==> images/placed.png <==
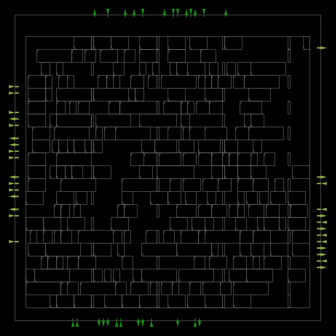
==> images/port_trees.png <==
Drawn at 8 px/µm.
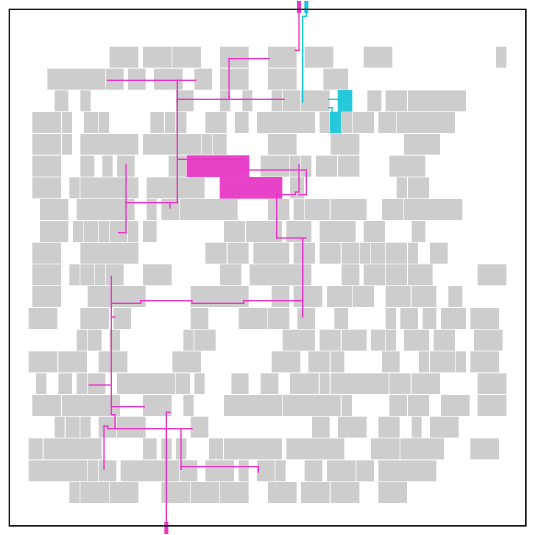
==> images/class_map.png <==
Drawn at 4 px/µm.
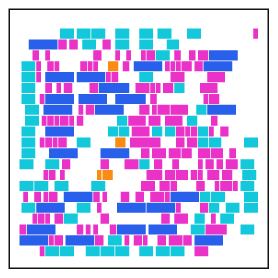
==> images/ff_map.png <==
Drawn at 4 px/µm. Other sequential cells in the stronger gray, the rest of the logic in the fainter gray.
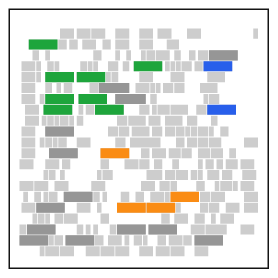
**config.mk**
```make
export PLATFORM = sky130hd
export DESIGN_NAME = alu_operand_collector
export DESIGN_NICKNAME = d
export VERILOG_FILES = /design/src/rtl/alu_collector_pkg.sv /design/src/rtl/alu_collect_timer.sv /design/src/rtl/alu_operand_collector.sv
export SDC_FILE = /design/constraint.sdc
export NUM_CORES = 1
export LEC_CHECK = 0
export CAP_MARGIN = 20
export CORE_MARGIN = 2
export CORE_UTILIZATION = 41
export DETAILED_ROUTE_END_ITERATION = 10
export PLACE_DENSITY = 0.76
export REMOVE_ABC_BUFFERS = 1
export SYNTH_ARGS = -nofsm -noshare
export SYNTH_HDL_FRONTEND = slang
export SYNTH_HIERARCHICAL = 1
export SYNTH_SLANG_ARGS = --single-unit
```
**constraint.sdc**
```tcl
create_clock -name clk -period 2 [get_ports clk]
set_input_delay 0.4 -clock clk [delete_from_list [all_inputs] [get_ports clk]]
set_output_delay 0.4 -clock clk [all_outputs]
set_load 0.01 [all_outputs]
```
**src/rtl/alu_collector_pkg.sv**
```systemverilog
// ============================================================================
// Package : alu_collector_pkg
// Types, opcode constants and need-mask decode for the ALU operand collector.
// Revision: 1.0
// ============================================================================
`default_nettype none

`ifndef DATA_WIDTH
`define DATA_WIDTH 8
`endif
`ifndef CMD_WIDTH
`define CMD_WIDTH 4
`endif

package alu_collector_pkg;

    typedef enum logic [1:0] {
        ST_IDLE    = 2'd0,
        ST_COLLECT = 2'd1,
        ST_ISSUE   = 2'd2
    } coll_state_e;

    localparam logic [1:0] NEED_NONE = 2'b00;
    localparam logic [1:0] NEED_A    = 2'b01;
    localparam logic [1:0] NEED_B    = 2'b10;
    localparam logic [1:0] NEED_AB   = 2'b11;

    // Arithmetic mode (mode=1) opcodes
    localparam int unsigned ARITH_ADD     = 0;
    localparam int unsigned ARITH_SUB     = 1;
    localparam int unsigned ARITH_ADD_CIN = 2;
    localparam int unsigned ARITH_SUB_CIN = 3;
    localparam int unsigned ARITH_INC_A   = 4;
    localparam int unsigned ARITH_DEC_A   = 5;
    localparam int unsigned ARITH_INC_B   = 6;
    localparam int unsigned ARITH_DEC_B   = 7;
    localparam int unsigned ARITH_CMP     = 8;
    localparam int unsigned ARITH_MUL_INC = 9;
    localparam int unsigned ARITH_MUL_SHL = 10;

    // Logic mode (mode=0) opcodes
    localparam int unsigned LOGIC_AND    = 0;
    localparam int unsigned LOGIC_NAND   = 1;
    localparam int unsigned LOGIC_OR     = 2;
    localparam int unsigned LOGIC_NOR    = 3;
    localparam int unsigned LOGIC_XOR    = 4;
    localparam int unsigned LOGIC_XNOR   = 5;
    localparam int unsigned LOGIC_NOT_A  = 6;
    localparam int unsigned LOGIC_NOT_B  = 7;
    localparam int unsigned LOGIC_SHR1_A = 8;
    localparam int unsigned LOGIC_SHL1_A = 9;
    localparam int unsigned LOGIC_SHR1_B = 10;
    localparam int unsigned LOGIC_SHL1_B = 11;
    localparam int unsigned LOGIC_ROL    = 12;
    localparam int unsigned LOGIC_ROR    = 13;

    // Unknown opcodes need nothing, so they issue with whatever arrived.
    function automatic logic [1:0] need_mask(input logic mode, input logic [31:0] cmd);
        logic [1:0] need;
        need = NEED_NONE;
        if (mode) begin
            case (cmd)
                ARITH_INC_A, ARITH_DEC_A:                         need = NEED_A;
                ARITH_INC_B, ARITH_DEC_B:                         need = NEED_B;
                ARITH_ADD, ARITH_SUB, ARITH_ADD_CIN, ARITH_SUB_CIN,
                ARITH_CMP, ARITH_MUL_INC, ARITH_MUL_SHL:          need = NEED_AB;
                default:                                          need = NEED_NONE;
            endcase
        end else begin
            case (cmd)
                LOGIC_NOT_A, LOGIC_SHR1_A, LOGIC_SHL1_A:          need = NEED_A;
                LOGIC_NOT_B, LOGIC_SHR1_B, LOGIC_SHL1_B:          need = NEED_B;
                LOGIC_AND, LOGIC_NAND, LOGIC_OR, LOGIC_NOR,
                LOGIC_XOR, LOGIC_XNOR, LOGIC_ROL, LOGIC_ROR:      need = NEED_AB;
                default:                                          need = NEED_NONE;
            endcase
        end
        return need;
    endfunction

endpackage : alu_collector_pkg

`default_nettype wire

```
**src/rtl/alu_collect_timer.sv**
```systemverilog
// ============================================================================
// Module  : alu_collect_timer
// Counts enabled cycles since clear; flags the cycle that reaches TIMEOUT.
// Used only when ALU_COLLECT_TIMEOUT_EN is defined.
// Revision: 1.0
// ============================================================================
`default_nettype none

module alu_collect_timer #(
    parameter int TIMEOUT = 16
) (
    input  logic clk,
    input  logic rst,
    input  logic clear_i,
    input  logic enable_i,
    output logic expired_o
);

    localparam int CNT_W = $clog2(TIMEOUT + 1);

    logic [CNT_W-1:0] count_q;

    // Asserted during the TIMEOUT-th enabled cycle, so the drop lands on its edge.
    assign expired_o = enable_i && (count_q == CNT_W'(TIMEOUT - 1));

    always_ff @(posedge clk) begin
        if (!rst) begin
            count_q <= '0;
        end else if (clear_i) begin
            count_q <= '0;
        end else if (enable_i) begin
            count_q <= count_q + 1'b1;
        end
    end

endmodule : alu_collect_timer

`default_nettype wire

```
**src/rtl/alu_operand_collector.sv**
```systemverilog
// ============================================================================
// Module  : alu_operand_collector
// Gathers split A/B operand beats per command and issues one registered
// valid/ready request to the ALU. Optional drop-on-timeout: ALU_COLLECT_TIMEOUT_EN.
// Revision: 1.0
// ============================================================================
`default_nettype none

module alu_operand_collector
    import alu_collector_pkg::*;
#(
    parameter int DW      = `DATA_WIDTH,
    parameter int CW      = `CMD_WIDTH,
    parameter int TIMEOUT = 16
) (
    input  logic          clk,
    input  logic          rst,
    input  logic          ce,
    input  logic [1:0]    in_valid,
    input  logic [DW-1:0] in_opa,
    input  logic [DW-1:0] in_opb,
    input  logic [CW-1:0] in_cmd,
    input  logic          in_mode,
    input  logic          in_cin,
    output logic          in_ready,
    output logic [DW-1:0] alu_opa,
    output logic [DW-1:0] alu_opb,
    output logic [CW-1:0] alu_cmd,
    output logic          alu_mode,
    output logic          alu_cin,
    output logic [1:0]    alu_inp_valid,
    output logic          out_valid,
    input  logic          out_ready,
    output logic          err_timeout
);

    coll_state_e   state_q;
    logic [1:0]    got_q;
    logic [DW-1:0] opa_q;
    logic [DW-1:0] opb_q;
    logic [CW-1:0] cmd_q;
    logic          mode_q;
    logic          cin_q;
    logic          out_valid_q;
    logic          err_q;

    logic          accept;
    logic          mode_d;
    logic [CW-1:0] cmd_d;
    logic [1:0]    got_d;
    logic [1:0]    need_d;
    logic          done_d;
    logic          expired;

    assign in_ready = rst && ce && (state_q != ST_ISSUE);
    assign accept   = in_ready && (in_valid != 2'b00);

    // The first beat defines the command; later beats only contribute operands.
    assign mode_d = (state_q == ST_IDLE) ? in_mode : mode_q;
    assign cmd_d  = (state_q == ST_IDLE) ? in_cmd  : cmd_q;
    assign got_d  = (state_q == ST_IDLE) ? in_valid : (got_q | in_valid);
    assign need_d = need_mask(mode_d, 32'(cmd_d));
    assign done_d = ((got_d & need_d) == need_d);

`ifdef ALU_COLLECT_TIMEOUT_EN
    alu_collect_timer #(
        .TIMEOUT (TIMEOUT)
    ) u_timer (
        .clk       (clk),
        .rst       (rst),
        .clear_i   (ce && (state_q != ST_COLLECT)),
        .enable_i  (ce && (state_q == ST_COLLECT)),
        .expired_o (expired)
    );
`else
    logic [31:0] unused_timeout;
    assign unused_timeout = 32'(TIMEOUT);
    assign expired        = 1'b0;
`endif

    always_ff @(posedge clk) begin
        err_q <= 1'b0;
        if (!rst) begin
            state_q     <= ST_IDLE;
            got_q       <= 2'b00;
            opa_q       <= '0;
            opb_q       <= '0;
            cmd_q       <= '0;
            mode_q      <= 1'b0;
            cin_q       <= 1'b0;
            out_valid_q <= 1'b0;
        end else if (ce) begin
            case (state_q)
                ST_IDLE: begin
                    if (accept) begin
                        cmd_q  <= in_cmd;
                        mode_q <= in_mode;
                        cin_q  <= in_cin;
                        if (in_valid[0]) opa_q <= in_opa;
                        if (in_valid[1]) opb_q <= in_opb;
                        got_q  <= got_d;
                        if (done_d) begin
                            state_q     <= ST_ISSUE;
                            out_valid_q <= 1'b1;
                        end else begin
                            state_q <= ST_COLLECT;
                        end
                    end
                end
                ST_COLLECT: begin
                    if (accept) begin
                        if (in_valid[0]) opa_q <= in_opa;
                        if (in_valid[1]) opb_q <= in_opb;
                        got_q <= got_d;
                    end
                    // A completing beat on the expiry cycle takes priority.
                    if (accept && done_d) begin
                        state_q     <= ST_ISSUE;
                        out_valid_q <= 1'b1;
                    end else if (expired) begin
                        state_q <= ST_IDLE;
                        got_q   <= 2'b00;
                        err_q   <= 1'b1;
                    end
                end
                ST_ISSUE: begin
                    if (out_ready) begin
                        state_q     <= ST_IDLE;
                        out_valid_q <= 1'b0;
                        got_q       <= 2'b00;
                    end
                end
                default: begin
                    state_q     <= ST_IDLE;
                    got_q       <= 2'b00;
                    out_valid_q <= 1'b0;
                end
            endcase
        end
    end

    assign alu_opa       = got_q[0] ? opa_q : '0;
    assign alu_opb       = got_q[1] ? opb_q : '0;
    assign alu_cmd       = cmd_q;
    assign alu_mode      = mode_q;
    assign alu_cin       = cin_q;
    assign alu_inp_valid = got_q;
    assign out_valid     = out_valid_q;
    assign err_timeout   = err_q;

endmodule : alu_operand_collector

`default_nettype wire

```
==> impl_metrics.toml <==
# physical design summary
[detailed_routing]
wl_per_cell_um = 11.9
wl_um = 3410
dr.first_iter.drc_count = 75
firstDrtPassIters = 4
detailroute.via_count = 1394

[setup_path]
critPathRequiredTime_ns = 1.60
worstSetupStartpointType = "flop"
critical_path_class = "flop to output port"
max_stage_delay_ns = 0.53
worst_case_reg_to_reg_path_depth = 5
critical_path_endpoint_category = "output port"

[yosys]
synthDistinctLibCells = 45
synth_chip_area_um2 = 1500
ys_seq_frac = 0.362
synth_top_cells_by_count = "nand2_1 (38), dfxtp_1 (27), o21ai_0 (19)"
cells_yosys = 182
synth_area_um2 = 1500
edf_count = 0
ys_dominant_reg_cell = "dfxtp_1"
yosys.cell_count.top_type = "nand2_1"

[die]
die.size.y_um = 64.4
chipArea_um2 = 4150
rows = 21

[final_layout]
areaGrowthSynthToFinish_pct = 43.2
lay_top_cells = "clkdlybuf4s50_1 (51), nand2_1 (38), dfxtp_1 (25)"
share_of_final_layout_standard_cells_stronger_than_drive_strength_1 = 0.124
diodes = 0
final_design_area_no_fill_um2 = 2140
finish.net_count = 271

[timing]
timing.fmax_mhz = 535
timing.setup.tns_ns = 0
finalWorstSetupSlack_ns = 0.129
timing.final.crit_period_ns = 1.87
final-hold-violation-count = 0

[clock_tree]
clock_tree_root = "clkbuf_4"
worstSkewPairLatency_ns = 0.32
cts_post_setup_buffers_inserted = 0

[power]
leakage_nw = 0.784
ir_worst_vdd_v = 0.000324

[grt]
global_route.usage.total = 0.179
vias_in_the_first_global_route = 1329

[run_status]
outcome = "finished, final reports clean"

[placed_design]
pre_cts_ws_ns = -0.118
portBuffers = 53
place_inst = 284
placedInstanceArea_um2 = 2110
place.detailed.hpwl_um = 2580

[run]
timing.max_cap.violations = 0
-- placed.png (at the start) --
core utilization of the finished layout: 0.627
sequential cell count: 27
Tap Cells: 46

-- port_trees.png (at the start) --
cyan -> `out_ready`  # bits 1, direction input, end cells 2, wire 15.7 µm
magenta -> `alu_inp_valid`  # bits 2, direction output, end cells 2, wire 216 µm

-- class_map.png (at the start) --
blue -> registers  # cells 27, share of their area 26%
orange -> clock drivers and dummy loads  # cells 4, share of their area 1.3%
magenta -> remaining logic cells  # cells 144, share of their area 42%
cyan -> remaining buffers and delay cells  # cells 67, share of their area 30%

-- ff_map.png (at the start) --
blue -> `state_q`  # placed flops 2
green -> `opb_q`  # placed flops 8
orange -> `alu_cmd`  # placed flops 4, where bottom center

report_power, final:
group	internal [mW]	switching [mW]	total, mW	leakage [nW]
Combinational	0.175	0.148	0.323	0.548
Sequential	0.574	0.0321	0.606	0.221
Clock	0.0781	0.158	0.236	0.0150
critical path: cells and delay by family (launching register included):
family,cells,cell delay [ns]
flip-flops,1,0.46
AND/OR/NAND/NOR,1,0.16
buffers and inverters,1,0.53
worst paths after layout:
check                        start    endpoint  slack (ns)
setup / recovery  alu_inp_valid[0]  alu_opa[2]        0.13
hold / removal            opa_q[2]    opa_q[2]        0.46
setup reg to reg        state_q[1]  state_q[0]        0.23
hold reg to reg           opa_q[2]    opa_q[2]        0.46
logic make-up (layout without fill, tap and decap cells):
logic type	after synthesis	in the layout	synth area share
simple gates	85	85	0.301
xor+xnor	2	2	0.0117
other cells	1	1	0.00251
flops	27	27	0.362
buf+inv	13	73	0.0544
mux	8	8	0.0544
compound gates	46	46	0.214
final cells by class:
cell class | instances | area [µm²]
Inverter | 2 | 7.51
Sequential cell | 27 | 543
Fill cell | 327 | 1270
Multi-Input combinational cell | 142 | 873
Clock buffer | 4 | 26.3
Timing Repair Buffer | 67 | 633
Tap cell | 46 | 57.6
metal layers:
| metal | GRT usage | wire length (µm) | vias to the layer above |
|---|---|---|---|
| li1 | - | - | 745 |
| met1 | 0.259 | 1670 | 614 |
| met2 | 0.276 | 1570 | 31 |
| met3 | 0.0264 | 149 | 4 |
| met4 | 0.0479 | 30 | 0 |
| met5 | 0 | 0 | - |
repair_timing:
item,CTS,global route
gates cloned,0,0
setup endpoints to repair,9,8
gates resized,3,1
state kept, by name, indices dropped and copies added, names as in the netlist:
register       flops
opa_q              8
alu_inp_valid      2
alu_cmd            4
out_valid          1
alu_cin            1
opb_q              8
state_q            2
alu_mode           1
Power and IR drop assume default switching activity.
